**config.mk**
```make
export PLATFORM = sky130hd
export DESIGN_NAME = mac_csr_bank_flat
export DESIGN_NICKNAME = d
export VERILOG_FILES = /design/src/rtl/mac_csr_bank_if.sv /design/src/rtl/mac_csr_bank.sv /design/src/flat_wrapper.sv
export SDC_FILE = /design/constraint.sdc
export NUM_CORES = 2
export LEC_CHECK = 0
export CAP_MARGIN = 20
export CORE_UTILIZATION = 50
export CTS_CLUSTER_DIAMETER = 150
export DETAILED_ROUTE_END_ITERATION = 8
export PLACE_DENSITY_LB_ADDON = 0.3
export SLEW_MARGIN = 20
export SYNTH_ARGS = -nofsm -noshare
export SYNTH_HDL_FRONTEND = slang
export SYNTH_SLANG_ARGS = --single-unit
```
**constraint.sdc**
```tcl
create_clock -name clk -period 20.4 [get_ports clk]
set_input_delay 4.08 -clock clk [delete_from_list [all_inputs] [get_ports clk]]
set_output_delay 4.08 -clock clk [all_outputs]
set_load 0.005 [all_outputs]
```
**src/rtl/mac_csr_bank_if.sv**
```systemverilog
// Simple CSR bus between the AXI4-Lite bridge and the MAC engine.
// Read data and both error flags are combinational responses to the strobes.
interface mac_csr_bank_if #(
    parameter int ADDR_W = 12,
    parameter int DATA_W = 32
);
    logic [ADDR_W-1:0] addr;
    logic              ren;
    logic              wen;
    logic [DATA_W-1:0] wdata;
    logic [DATA_W-1:0] rdata;
    logic              waddr_error;
    logic              raddr_error;

    modport master (
        output addr, ren, wen, wdata,
        input  rdata, waddr_error, raddr_error
    );

    modport slave (
        input  addr, ren, wen, wdata,
        output rdata, waddr_error, raddr_error
    );
endinterface

```
**src/rtl/mac_csr_bank.sv**
```systemverilog
// CSR-mapped multiply-accumulate engine: RESULT[ch] = F1*F2 + A1 per channel,
// optionally chaining each channel onto the previous result (dot product).
//
// state  | meaning
// S_IDLE | waiting for a start write
// S_MUL  | registering F1[ch]*F2[ch]
// S_ACC  | writing RESULT[ch], advancing or finishing
// S_DONE | one cycle after the last ACC, done already visible
module mac_csr_bank #(
    parameter int ADDR_W = 12,
    parameter int DATA_W = 32,
    parameter int NUM_CH = 4
) (
    input  logic          clk,
    input  logic          arst_n,
    mac_csr_bank_if.slave bus,
    output logic          irq
);
    localparam int CH_W = (NUM_CH > 1) ? $clog2(NUM_CH) : 1;
    localparam logic [ADDR_W-1:0] CH_BASE = ADDR_W'(256);
    localparam logic [ADDR_W-1:0] CH_SPAN = ADDR_W'(16 * NUM_CH);
    localparam logic [CH_W-1:0]   CH_LAST = CH_W'(NUM_CH - 1);

    typedef enum logic [1:0] {S_IDLE, S_MUL, S_ACC, S_DONE} state_t;

    state_t            state_q, state_d;
    logic [CH_W-1:0]   ch_q, ch_d;
    logic              done_q, done_d;
    logic              busy;
    logic [DATA_W-1:0] f1_q  [NUM_CH];
    logic [DATA_W-1:0] f2_q  [NUM_CH];
    logic [DATA_W-1:0] a1_q  [NUM_CH];
    logic [DATA_W-1:0] res_q [NUM_CH];
    logic [DATA_W-1:0] prod_q;
    logic [DATA_W-1:0] addend;
    logic              irq_en_q, chain_cfg_q, chain_run_q, wr_blocked_q;

    logic [ADDR_W-1:0] word_addr, ch_off;
    logic              is_ctrl, is_status, in_ch, unmapped;
    logic [CH_W-1:0]   ch_sel;
    logic [1:0]        reg_sel;
    logic              ctrl_wr, start_ok, clr_done;
    logic [DATA_W-1:0] rd_val;

    assign word_addr = bus.addr & ~ADDR_W'(3);
    assign ch_off    = word_addr - CH_BASE;
    assign is_ctrl   = (word_addr == ADDR_W'(0));
    assign is_status = (word_addr == ADDR_W'(4));
    assign in_ch     = (word_addr >= CH_BASE) && (ch_off < CH_SPAN);
    assign unmapped  = !(is_ctrl || is_status || in_ch);
    assign ch_sel    = ch_off[CH_W+3:4];
    assign reg_sel   = ch_off[3:2];

    assign busy     = (state_q == S_MUL) || (state_q == S_ACC);
    assign ctrl_wr  = bus.wen && is_ctrl;
    assign start_ok = ctrl_wr && bus.wdata[0] && !busy;
    assign clr_done = ctrl_wr && bus.wdata[1];

    // Chained runs fold the previous channel's fresh result in place of A1.
    assign addend = (chain_run_q && (ch_q != '0)) ? res_q[ch_q - CH_W'(1)] : a1_q[ch_q];

    always_ff @(posedge clk or negedge arst_n) begin
        if (!arst_n) begin
            state_q <= S_IDLE;
            ch_q    <= '0;
            done_q  <= 1'b0;
        end else begin
            state_q <= state_d;
            ch_q    <= ch_d;
            done_q  <= done_d;
        end
    end

    always_comb begin
        state_d = state_q;
        ch_d    = ch_q;
        done_d  = done_q;
        if (clr_done) done_d = 1'b0;
        case (state_q)
            S_IDLE, S_DONE: begin
                if (start_ok) begin
                    state_d = S_MUL;
                    ch_d    = '0;
                end else begin
                    state_d = S_IDLE;
                end
            end
            S_MUL: state_d = S_ACC;
            S_ACC: begin
                if (ch_q == CH_LAST) begin
                    state_d = S_DONE;
                    done_d  = 1'b1;
                end else begin
                    state_d = S_MUL;
                    ch_d    = ch_q + CH_W'(1);
                end
            end
            default: state_d = S_IDLE;
        endcase
    end

    always_ff @(posedge clk or negedge arst_n) begin
        if (!arst_n) begin
            for (int i = 0; i < NUM_CH; i++) begin
                f1_q[i]  <= '0;
                f2_q[i]  <= '0;
                a1_q[i]  <= '0;
                res_q[i] <= '0;
            end
            prod_q       <= '0;
            irq_en_q     <= 1'b0;
            chain_cfg_q  <= 1'b0;
            chain_run_q  <= 1'b0;
            wr_blocked_q <= 1'b0;
        end else begin
            if (ctrl_wr) begin
                irq_en_q    <= bus.wdata[2];
                chain_cfg_q <= bus.wdata[3];
            end
            if (start_ok) chain_run_q <= bus.wdata[3];
            if (clr_done) wr_blocked_q <= 1'b0;
            if (bus.wen && in_ch && (reg_sel != 2'd3)) begin
                if (busy) begin
                    wr_blocked_q <= 1'b1;
                end else begin
                    case (reg_sel)
                        2'd0:    f1_q[ch_sel] <= bus.wdata;
                        2'd1:    f2_q[ch_sel] <= bus.wdata;
                        default: a1_q[ch_sel] <= bus.wdata;
                    endcase
                end
            end
            if (state_q == S_MUL) prod_q <= f1_q[ch_q] * f2_q[ch_q];
            if (state_q == S_ACC) res_q[ch_q] <= prod_q + addend;
        end
    end

    always_comb begin
        rd_val = '0;
        if (is_ctrl) begin
            rd_val[2] = irq_en_q;
            rd_val[3] = chain_cfg_q;
        end else if (is_status) begin
            rd_val[0]    = busy;
            rd_val[1]    = done_q;
            rd_val[2]    = wr_blocked_q;
            rd_val[15:8] = 8'(ch_q);
        end else if (in_ch) begin
            case (reg_sel)
                2'd0:    rd_val = f1_q[ch_sel];
                2'd1:    rd_val = f2_q[ch_sel];
                2'd2:    rd_val = a1_q[ch_sel];
                default: rd_val = res_q[ch_sel];
            endcase
        end
    end

    assign bus.rdata       = bus.ren ? rd_val : '0;
    assign bus.raddr_error = bus.ren && unmapped;
    assign bus.waddr_error = bus.wen && (unmapped || is_status || (in_ch && (reg_sel == 2'd3)));
    assign irq             = done_q && irq_en_q;
endmodule
```
**src/flat_wrapper.sv**
```systemverilog
// flat-port wrapper written by rule: the top's interface ports become plain ports
module mac_csr_bank_flat 
#(
    parameter int ADDR_W = 12,
    parameter int DATA_W = 32,
    parameter int NUM_CH = 4
)
  (clk, arst_n, irq, bus_addr, bus_ren, bus_wen, bus_wdata, bus_rdata, bus_waddr_error, bus_raddr_error);
  mac_csr_bank_if #(.ADDR_W(ADDR_W), .DATA_W(DATA_W)) bus_i ();
  input  logic clk;
  input  logic arst_n;
  output logic irq;
  input wire logic [$bits(bus_i.addr)-1:0] bus_addr;
  input wire logic [$bits(bus_i.ren)-1:0] bus_ren;
  input wire logic [$bits(bus_i.wen)-1:0] bus_wen;
  input wire logic [$bits(bus_i.wdata)-1:0] bus_wdata;
  output wire logic [$bits(bus_i.rdata)-1:0] bus_rdata;
  output wire logic [$bits(bus_i.waddr_error)-1:0] bus_waddr_error;
  output wire logic [$bits(bus_i.raddr_error)-1:0] bus_raddr_error;
  assign bus_i.addr = bus_addr;
  assign bus_i.ren = bus_ren;
  assign bus_i.wen = bus_wen;
  assign bus_i.wdata = bus_wdata;
  assign bus_rdata = bus_i.rdata;
  assign bus_waddr_error = bus_i.waddr_error;
  assign bus_raddr_error = bus_i.raddr_error;
  mac_csr_bank #(.ADDR_W(ADDR_W), .DATA_W(DATA_W), .NUM_CH(NUM_CH)) u_core (.clk(clk), .arst_n(arst_n), .bus(bus_i), .irq(irq));
endmodule
```
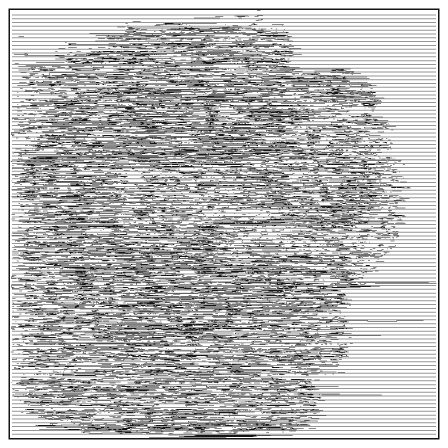
**Above:** met1 routing.
Supply wires on this layer in gray.
main direction: horizontal
nets with wire on the layer: 4107
wire length on this layer: 55.5 mm
longest straight run: 88.8 µm
GRT met1 Usage: 41.7%
Vias: 31.5k
Routed WL: 136000 µm

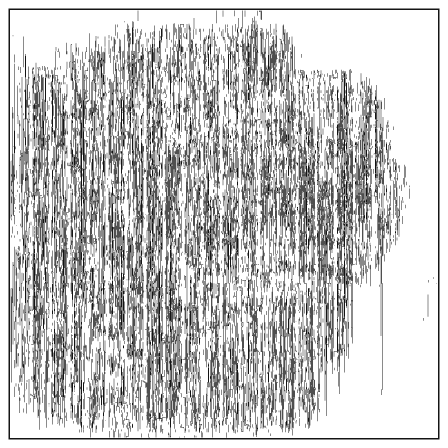
**Above:** met2 routing.
longest straight run: 101 µm
main direction: vertical

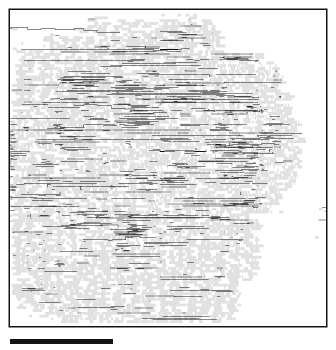
**Above:** metal 3.
Scale bar: 100 µm.
longest straight run: 128 µm
share of all routed wire: 8.4%
wire length on this layer: 11400 µm
nets with wire on the layer: 383

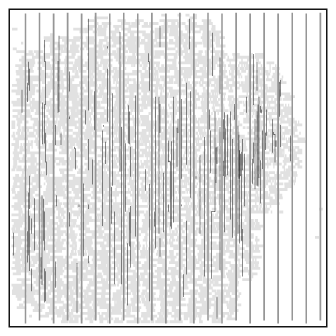
**Above:** M4 wires.
Supply wires on this layer in gray.
nets with wire on the layer: 87
main direction: vertical

==> results.toml <==
# implementation run metrics
[pwr]
p_leak_nw = 23.6
top_power_group = "sequential cells"
pwr-share-comb_pct = 7.6
p_int_mw = 1.79
power_mw = 2.38
p_sw_mw = 0.595
pg_seq_mw = 1.12

[finish]
area_delta_synth_final_pct = 8.47
layout-drive-gt1-share_pct = 26.8
layout_top_cells = "554 x mux2_2, 551 x dfrtp_1, 412 x inv_1, 409 x fa_1, 371 x nand2_1"
final_common_cell = "mux2_2"
stdcell_count = 5058
layout.area.seq_mm2 = 0.0138
nets = 4459

[sta]
tightestPinTransition_ps = 1150
fin_ws_ps = 8940
relSlewSlack_pct = 23.1
rsz0062_at_grt = "no"
max_freq_mhz = 87.3
hold_viol = 0
setup_viol = 0

[synth]
synth_cell_types = 64
yosys_warnings = 0
yosys_area_mm2 = 0.0460
yosys_register_bits = 553
topCellsByArea = "dfrtp_1 30%, fa_1 18%, mux4_2 14%"
edf_count = 0
synth_top_flop_cell = "dfrtp_1"
ys_async_sr_fraction_pct = 100
syn_area_mm2 = 0.0460

[global_routing]
grt_start_max_net_pins = 155
grt_pass1_vias = 32527
grt_remaining_overflow = 0

[floorplanning]
core_area_mm2 = 0.0906
die_h_um = 305
fp.dieW_um = 305
initCoreUtil_pct = 50.8

[worst_setup_path]
path_buffers = 3
path_max_fanout = 56
path_depth = 7
cpMaxStageDelayCell = "buf_4"
rrSetupSlack_ps = 9870
cp-start-kind = "input pin"
worstPathArrival_ps = 7380
critPathTopFamily = "buffers and inverters"
critical_path.max_stage_delay_ps = 770

[job]
maxCapViolCount = 0

[placed_design]
place_congestion = 0.942
place_ws_ps = 8880

[outcome]
status = "completed"

[drt]
drc = 0
avgViaCountPerCell = 6.23

[cts]
cts_sinks = 553
postCtsHoldBufs = 0

[hold_path]
holdCritPathClass = "register to register"
## layer usage
layer | share of wire [%] | up-vias | global-route usage, %
met5 | 0.035 | - | 0
met4 | 4.5 | 8 | 12.1
met3 | 8.4 | 303 | 5.27
met2 | 46 | 1370 | 46.4
met1 | 41 | 16700 | 41.7
li1 | - | 13141 | -
## Yosys cell counts, types with 3 or more instances
cell,n
a21oi_1,42
o21bai_1,4
clkbuf_1,176
buf_4,4
o31ai_1,4
o21a_1,10
xnor2_1,82
a211oi_1,8
o2111ai_1,5
mux2_2,554
and3_1,29
dfrtp_1,553
or3_1,4
buf_2,18
a21o_1,28
and2_1,85
mux2_1,5
xor2_1,25
buf_1,56
nor2b_1,8
a31o_2,3
inv_1,413
o21ai_0,74
nand3_1,31
nand2b_1,19
nor3b_1,7
a211o_1,12
nand4_1,7
nor2_1,253
o21ai_1,23
nand3b_1,3
nand2_1,372
mux2i_1,43
fa_1,409
ha_1,160
a22oi_1,9
a21boi_0,4
a31oi_1,3
buf_6,3
nor3_1,13
mux4_2,288
## state kept, by name (all words and copies together) (netlist names)
signal,count
u_core.res_q,128
u_core.done_q,1
u_core.ch_q,2
u_core.chain_run_q,1
u_core.chain_cfg_q,1
u_core.state_q,2
u_core.a1_q,128
u_core.prod_q,32
u_core.irq_en_q,1
u_core.f1_q,128
u_core.f2_q,128
u_core.wr_blocked_q,1
## cells by family after synthesis
family / Yosys count / share of synthesized area, %
flip-flops: 553 / 30.1
multiplexers: 891 / 28.7
AND-OR/OR-AND: 249 / 3.44
XOR/XNOR: 107 / 2.04
adder cells (fa/ha/maj): 569 / 22.1
AND/OR/NAND/NOR: 841 / 7.97
buffers and inverters: 671 / 5.63
## final cells by class
class	instances	share of cell area (%)
flip-flops and latches	553	27.7
repair buffers	158	2.86
multi-input cells	2657	59.5
clock buffers	89	3.50
clock inverters	11	0.366
well taps	1176	2.95
diodes	1	0.00501
inverters	413	3.10
## worst min path at each step
stage	end	from	slack, ps	cells past startpoint
floorplan	u_core.res_q[72]$_DFFE_PN0P_	u_core.res_q[72]$_DFFE_PN0P_	460	2
global placement	u_core.wr_blocked_q$_DFF_PN0_	u_core.wr_blocked_q$_DFF_PN0_	480	1
CTS	u_core.res_q[89]$_DFFE_PN0P_	u_core.res_q[89]$_DFFE_PN0P_	500	2
global route	u_core.done_q$_DFF_PN0_	u_core.done_q$_DFF_PN0_	530	2
finish	u_core.res_q[89]$_DFFE_PN0P_	u_core.res_q[89]$_DFFE_PN0P_	500	2
detailed placement	u_core.res_q[40]$_DFFE_PN0P_	u_core.res_q[40]$_DFFE_PN0P_	490	2
## worst register-to-register path, stage by stage (launching register included)
cell and delay, ps:
dfrtp_4 1050, buf_12 490, mux2_2 630, o21ai_1 780, nor2_1 180, fa_1 510, fa_1 480, fa_1 540
inv_1 50, fa_1 460, fa_1 490, fa_1 540, inv_1 50, fa_1 500, fa_1 470, ha_1 410
nand4_1 160, nor2_1 310, o2111ai_1 200, o211ai_1 350, a311oi_1 270, o41ai_1 660, a21o_1 210, a21oi_1 100
xnor2_1 390, mux2_4 230
Power is estimated from default activity; no workload was simulated.
